[config.mk]
export PLATFORM = sky130hd
export DESIGN_NAME = multicycle_main_control
export DESIGN_NICKNAME = d
export VERILOG_FILES = /design/src/rtl/mips_ctrl_pkg.sv /design/src/rtl/multicycle_ctrl_decode.sv /design/src/rtl/multicycle_main_control.sv
export SDC_FILE = /design/constraint.sdc
export NUM_CORES = 1
export LEC_CHECK = 0
export CAP_MARGIN = 20
export CORE_UTILIZATION = 43
export DETAILED_ROUTE_END_ITERATION = 8
export GPL_TIMING_DRIVEN = 1
export HOLD_SLACK_MARGIN = 0.08
export PLACE_DENSITY = 0.76
export SYNTH_ARGS = -nofsm -noshare
export SYNTH_HDL_FRONTEND = slang
export SYNTH_SLANG_ARGS = --single-unit
[constraint.sdc]
create_clock -name i_clk -period 1.7 [get_ports i_clk]
set_input_delay 0.34 -clock i_clk [delete_from_list [all_inputs] [get_ports i_clk]]
set_output_delay 0.34 -clock i_clk [all_outputs]
set_load 0.01 [all_outputs]
[src/rtl/mips_ctrl_pkg.sv]
// Shared encodings for the multi-cycle MIPS control path: opcodes, ALU-control
// codes, mux selects and the main FSM state encoding.
package mips_ctrl_pkg;

    localparam logic [5:0] OP_RTYPE = 6'b000000;
    localparam logic [5:0] OP_LW    = 6'b100011;
    localparam logic [5:0] OP_SW    = 6'b101011;
    localparam logic [5:0] OP_BEQ   = 6'b000100;
    localparam logic [5:0] OP_J     = 6'b000010;
    localparam logic [5:0] OP_ADDI  = 6'b001000;

    localparam logic [1:0] ALU_OP_ADD   = 2'b00;
    localparam logic [1:0] ALU_OP_SUB   = 2'b01;
    localparam logic [1:0] ALU_OP_RTYPE = 2'b10;

    localparam logic [1:0] SRC_B_REG     = 2'b00;
    localparam logic [1:0] SRC_B_FOUR    = 2'b01;
    localparam logic [1:0] SRC_B_IMM     = 2'b10;
    localparam logic [1:0] SRC_B_IMM_SH2 = 2'b11;

    localparam logic [1:0] PC_SRC_ALU    = 2'b00;
    localparam logic [1:0] PC_SRC_ALUOUT = 2'b01;
    localparam logic [1:0] PC_SRC_JUMP   = 2'b10;

    typedef enum logic [3:0] {
        S_INIT   = 4'd0,
        S_FETCH  = 4'd1,
        S_DECODE = 4'd2,
        S_MEMADR = 4'd3,
        S_MEMRD  = 4'd4,
        S_MEMWB  = 4'd5,
        S_MEMWR  = 4'd6,
        S_EXEC   = 4'd7,
        S_ALUWB  = 4'd8,
        S_BRANCH = 4'd9,
        S_JUMP   = 4'd10,
        S_ADDIEX = 4'd11,
        S_ADDIWB = 4'd12
    } state_t;

    function automatic logic is_legal_opcode(input logic [5:0] op);
        logic legal;
        case (op)
            OP_RTYPE, OP_LW, OP_SW, OP_BEQ, OP_J, OP_ADDI: legal = 1'b1;
            default:                                        legal = 1'b0;
        endcase
        return legal;
    endfunction

endpackage

[src/rtl/multicycle_ctrl_decode.sv]
// Combinational state -> control-word decode. Handshake-dependent strobes are
// returned as enables so the parent can gate them with memReady / zero.
module multicycle_ctrl_decode
    import mips_ctrl_pkg::*;
(
    input  logic [3:0] state,
    output logic       pc_write,
    output logic       pc_write_cond,
    output logic       pc_write_on_ready,
    output logic       ir_write_on_ready,
    output logic [1:0] pc_source,
    output logic       iord,
    output logic       mem_read,
    output logic       mem_write,
    output logic       mem_to_reg,
    output logic       reg_dst,
    output logic       reg_write,
    output logic       alu_src_a,
    output logic [1:0] alu_src_b,
    output logic [1:0] alu_op
);

    always_comb begin
        pc_write          = 1'b0;
        pc_write_cond     = 1'b0;
        pc_write_on_ready = 1'b0;
        ir_write_on_ready = 1'b0;
        pc_source         = PC_SRC_ALU;
        iord              = 1'b0;
        mem_read          = 1'b0;
        mem_write         = 1'b0;
        mem_to_reg        = 1'b0;
        reg_dst           = 1'b0;
        reg_write         = 1'b0;
        alu_src_a         = 1'b0;
        alu_src_b         = SRC_B_REG;
        alu_op            = ALU_OP_ADD;

        case (state)
            S_FETCH: begin
                mem_read          = 1'b1;
                alu_src_b         = SRC_B_FOUR;
                ir_write_on_ready = 1'b1;
                pc_write_on_ready = 1'b1;
            end
            S_DECODE: begin
                // Branch target is precomputed here, before the opcode is known
                alu_src_b = SRC_B_IMM_SH2;
            end
            S_MEMADR, S_ADDIEX: begin
                alu_src_a = 1'b1;
                alu_src_b = SRC_B_IMM;
            end
            S_MEMRD: begin
                iord     = 1'b1;
                mem_read = 1'b1;
            end
            S_MEMWB: begin
                reg_write  = 1'b1;
                mem_to_reg = 1'b1;
            end
            S_MEMWR: begin
                iord      = 1'b1;
                mem_write = 1'b1;
            end
            S_EXEC: begin
                alu_src_a = 1'b1;
                alu_op    = ALU_OP_RTYPE;
            end
            S_ALUWB: begin
                reg_write = 1'b1;
                reg_dst   = 1'b1;
            end
            S_BRANCH: begin
                alu_src_a     = 1'b1;
                alu_op        = ALU_OP_SUB;
                pc_write_cond = 1'b1;
                pc_source     = PC_SRC_ALUOUT;
            end
            S_JUMP: begin
                pc_write  = 1'b1;
                pc_source = PC_SRC_JUMP;
            end
            S_ADDIWB: begin
                reg_write = 1'b1;
            end
            default: ;
        endcase
    end

endmodule

[src/rtl/multicycle_main_control.sv]
// Main control FSM for the multi-cycle MIPS datapath: state register, next-state
// sequencing with memory-ready stalls, and the retired-instruction counter.
module multicycle_main_control
    import mips_ctrl_pkg::*;
#(
    parameter int CNT_W = 32
) (
    input  logic             i_clk,
    input  logic             i_rst_n,
    input  logic [5:0]       i_opcode,
    input  logic             i_zero,
    input  logic             i_memReady,
    output logic             o_pcEn,
    output logic [1:0]       o_pcSource,
    output logic             o_iorD,
    output logic             o_memRead,
    output logic             o_memWrite,
    output logic             o_irWrite,
    output logic             o_memToReg,
    output logic             o_regDst,
    output logic             o_regWrite,
    output logic             o_aluSrcA,
    output logic [1:0]       o_aluSrcB,
    output logic [1:0]       o_aluOp,
    output logic             o_illegal,
    output logic [3:0]       o_state,
    output logic [CNT_W-1:0] o_retired
);

    state_t state;
    logic   retire;
    logic   pc_write;
    logic   pc_write_cond;
    logic   pc_write_on_ready;
    logic   ir_write_on_ready;

    multicycle_ctrl_decode u_decode (
        .state             (state),
        .pc_write          (pc_write),
        .pc_write_cond     (pc_write_cond),
        .pc_write_on_ready (pc_write_on_ready),
        .ir_write_on_ready (ir_write_on_ready),
        .pc_source         (o_pcSource),
        .iord              (o_iorD),
        .mem_read          (o_memRead),
        .mem_write         (o_memWrite),
        .mem_to_reg        (o_memToReg),
        .reg_dst           (o_regDst),
        .reg_write         (o_regWrite),
        .alu_src_a         (o_aluSrcA),
        .alu_src_b         (o_aluSrcB),
        .alu_op            (o_aluOp)
    );

    assign o_pcEn    = pc_write | (pc_write_on_ready & i_memReady) | (pc_write_cond & i_zero);
    assign o_irWrite = ir_write_on_ready & i_memReady;
    assign o_illegal = (state == S_DECODE) && !is_legal_opcode(i_opcode);
    assign o_state   = state;

    // An instruction retires on the edge that leaves its last state for FETCH
    always_comb begin
        retire = 1'b0;
        case (state)
            S_MEMWB, S_ALUWB, S_BRANCH, S_JUMP, S_ADDIWB: retire = 1'b1;
            S_MEMWR:                                      retire = i_memReady;
            default:                                      retire = 1'b0;
        endcase
    end

    always_ff @(posedge i_clk or negedge i_rst_n) begin
        if (!i_rst_n) begin
            state     <= S_INIT;
            o_retired <= '0;
        end else begin
            if (retire) begin
                o_retired <= o_retired + CNT_W'(1);
            end
            case (state)
                S_INIT:  state <= S_FETCH;
                S_FETCH: if (i_memReady) state <= S_DECODE;
                S_DECODE: begin
                    case (i_opcode)
                        OP_RTYPE:     state <= S_EXEC;
                        OP_LW, OP_SW: state <= S_MEMADR;
                        OP_BEQ:       state <= S_BRANCH;
                        OP_J:         state <= S_JUMP;
                        OP_ADDI:      state <= S_ADDIEX;
                        default:      state <= S_FETCH;
                    endcase
                end
                S_MEMADR: state <= (i_opcode == OP_LW) ? S_MEMRD : S_MEMWR;
                S_MEMRD:  if (i_memReady) state <= S_MEMWB;
                S_MEMWR:  if (i_memReady) state <= S_FETCH;
                S_EXEC:   state <= S_ALUWB;
                S_ADDIEX: state <= S_ADDIWB;
                S_MEMWB, S_ALUWB, S_BRANCH, S_JUMP, S_ADDIWB: state <= S_FETCH;
                default:  state <= S_FETCH;
            endcase
        end
    end

endmodule
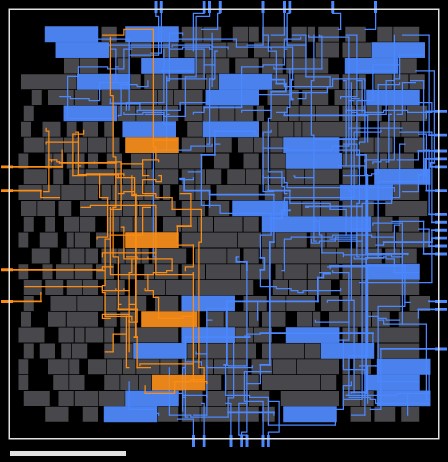
Figure 1: run 1, nets reached from selected ports.
Bar = 20 µm.
| color | port | bits | direction | edge | end cells | buffers | wire |
|---|---|---|---|---|---|---|---|
| blue | o_retired | 32 | output | 15 east, 10 north, 7 south | 32 | 46 | 2190 µm |
| orange | o_state | 4 | output | west | 4 | 10 | 600 µm |
Port-buffer cells: 61
number of I/O pins: 62

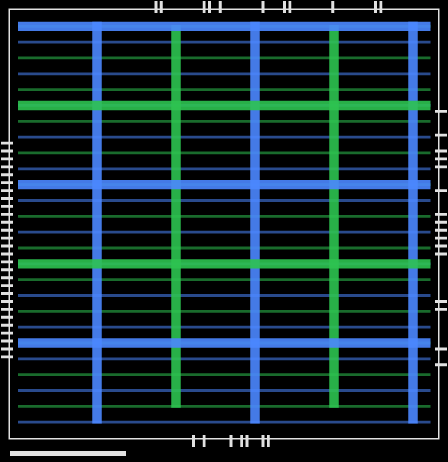
Figure 2: run 1, PDN straps and rails.
Bar = 20 µm. Pins as bars on the die edge.
| color | net |
|---|---|
| blue | VSS |
| green | VDD |
met1 rails: 26
met4 straps: 5
met5 straps: 5
signal pins: 62
VDD IR max: 765 µV
Core Area: 4820 µm²
Die X: 73.5 µm

==> GITHUB_STEP_SUMMARY, run 1 <==
### Flow metrics

| Metric | Value |
|---|---|
| Most used cell, CP | buf_6 |
| CP max FO | 7 |
| Vias in the first global route | around 2500 |
| Worst R2R Start | o_state[2] |
| Total global routing overflow | 0 |
| XORs/XNORs by Area | 0.131 |
| Failing checks | negative setup slack |
| Final min period | roughly 2.1 ns |
| Routed wire length | between 10000 and 15000 µm |
| Post-synth EDFFs | 0 |
| CP max stage cell | dfrtp_1 |
| Worst setup path startpoint | o_state[2] |
| Crit-path leading delay family | flip-flops |
| Post-DP Area | 3490 µm² |
| Post-CTS setup buffer count | 5 |
| Sw frac | 0.424 |
| Router iterations before antenna repair | 5 |
| CTS buffer count | 5 |
| Dpl ws | -0.790 ns |
| CP endpoint | o_retired[18] |
| Leak | 0.00166 µW |
| WL met3 | about 930 µm |
| Crit path setup slack, layout | -0.366 ns |
| Reg2Reg Setup Slack | -0.37 ns |
| Hold Vio Cnt, Final | 0 |
| Worst min path class | in -> async |
| F_max | roughly 0.48 GHz |
| Metal2 WL | around 5000 µm |
| Initial DRC Count | between 300 and 400 |
| Metal-1 WL | a little under 4000 µm |
| DP Wirelength | approximately 4700 µm |
| Total sequential power | 1180 µW |
| Main flop type | dfrtp_1 |
| Final setup violation count | between 40 and 50 |
| Status | complete, but fails checks |
| Synth cell count leaders | dfrtp_1, xor2_1, nand2_1 |
| Final period util | 1.22 |
| Clock power share | 0.135 |
| Remaining DRCs | 0 |
| Post-DR wirelength/cell | between 20 and 25 µm |
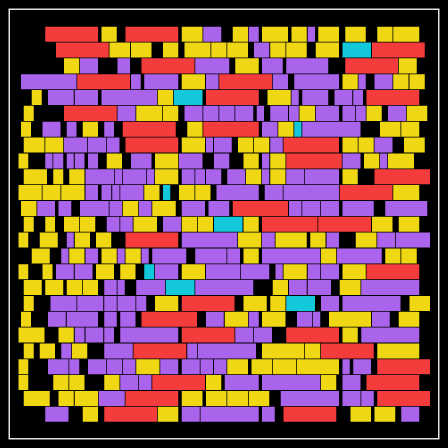
Figure 3: run 1, cell classes on the final placement.
| color | class | cells |
|---|---|---|
| cyan | clock drivers and dummy loads | 8 |
| yellow | other buffers and delay cells | 153 |
| purple | combinational and other logic | 174 |
| red | flops | 36 |
fraction of area in registers: 0.217
fin area: 4190 µm²
row count: 25
final core utilization: 0.871

--- run 2 (diff from run 1) ---
SLEW_MARGIN = 20   (was default)
TNS_END_PERCENT = 20   (was default)
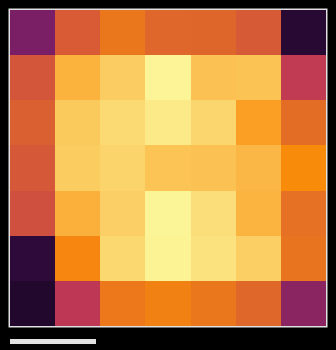
Figure 4: run 2, local utilization.
Bar = 20 µm. The die is cut into 7 by 7 equal tiles; black is low, pale yellow is high, 0 to 100% covered.
densest ninth of the die: center
emptiest ninth of the die: south-west
tiles over 75% full: 49%
mean over tiles: 72%
fullest tile: 98%
final core utilization: 0.825
Core Density at Floorplan: 0.457

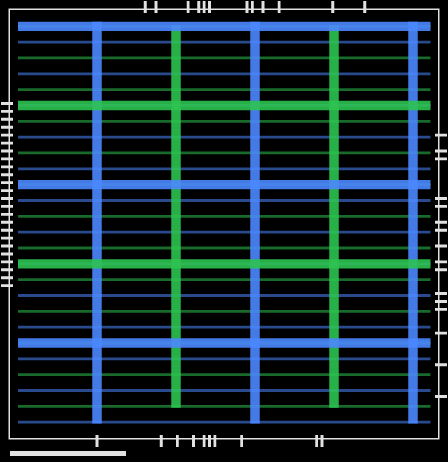
Figure 5: run 2, PDN straps and rails.
Bar = 20 µm. Pins as bars on the die edge.
| color | net |
|---|---|
| blue | VSS |
| green | VDD |
met4 straps: 5
met5 straps: 5
signal pins: 62
met1 rails: 26
VDD IR max: 770 µV
die height: 73.5 µm

==> run 2 against run 1 <==
The flow still finishes with violations (negative setup slack). Fmax fell by 1.6%. Clock power rose by 36%. Register-to-register slack got worse by 0.03 ns. Hold slack got worse by 0.0054 ns. Sequential power barely moved. Sequential cell count did not move. Clock skew fell by 0.0048 ns. Count of clock-buffer cells in the layout did not move. Synthesized cell count did not move. Global-route usage fell by 1.8 points. Combinational power fell by 6%. Via count fell by 9.4%. Critical endpoint is now o_retired[30]. Largest cell class unchanged.
==> GITHUB_STEP_SUMMARY, run 2 <==
### Flow metrics

| Metric | Value |
|---|---|
| Post-DP Area | 3530 µm² |
| Number of I/O pins | between 60 and 70 |
| Metal-1 WL | around 3100 µm |
| WL met3 | roughly 390 µm |
| XORs/XNORs by Area | 0.131 |
| Remaining DRCs | 0 |
| Synth cell count leaders | dfrtp_1, xor2_1, nand2_1 |
| Leak | roughly 0.0016 µW |
| Failing checks | negative setup slack |
| Routed wire length | roughly 8000 µm |
| Post-DR wirelength/cell | 18.4 µm |
| Worst R2R Start | o_state[0] |
| CP max FO | 4 |
| CP endpoint | o_retired[30] |
| Hold Vio Cnt, Final | 0 |
| Final min period | approximately 2.1 ns |
| Total global routing overflow | 0 |
| Port-buffer cells | 61 |
| Crit-path leading delay family | flip-flops |
| Most used cell, CP | buf_6 |
| DP Wirelength | between 4000 and 5000 µm |
| CTS buffer count | 5 |
| Worst setup path startpoint | o_state[0] |
| Worst min path class | in -> async |
| Crit path setup slack, layout | -0.401 ns |
| Final setup violation count | 43 |
| Status | complete, but fails checks |
| Clock power share | 0.181 |
| CP max stage cell | dfrtp_2 |
| Core Area | roughly 4800 µm² |
| Reg2Reg Setup Slack | -0.40 ns |
Power is estimated from default activity; no workload was simulated.
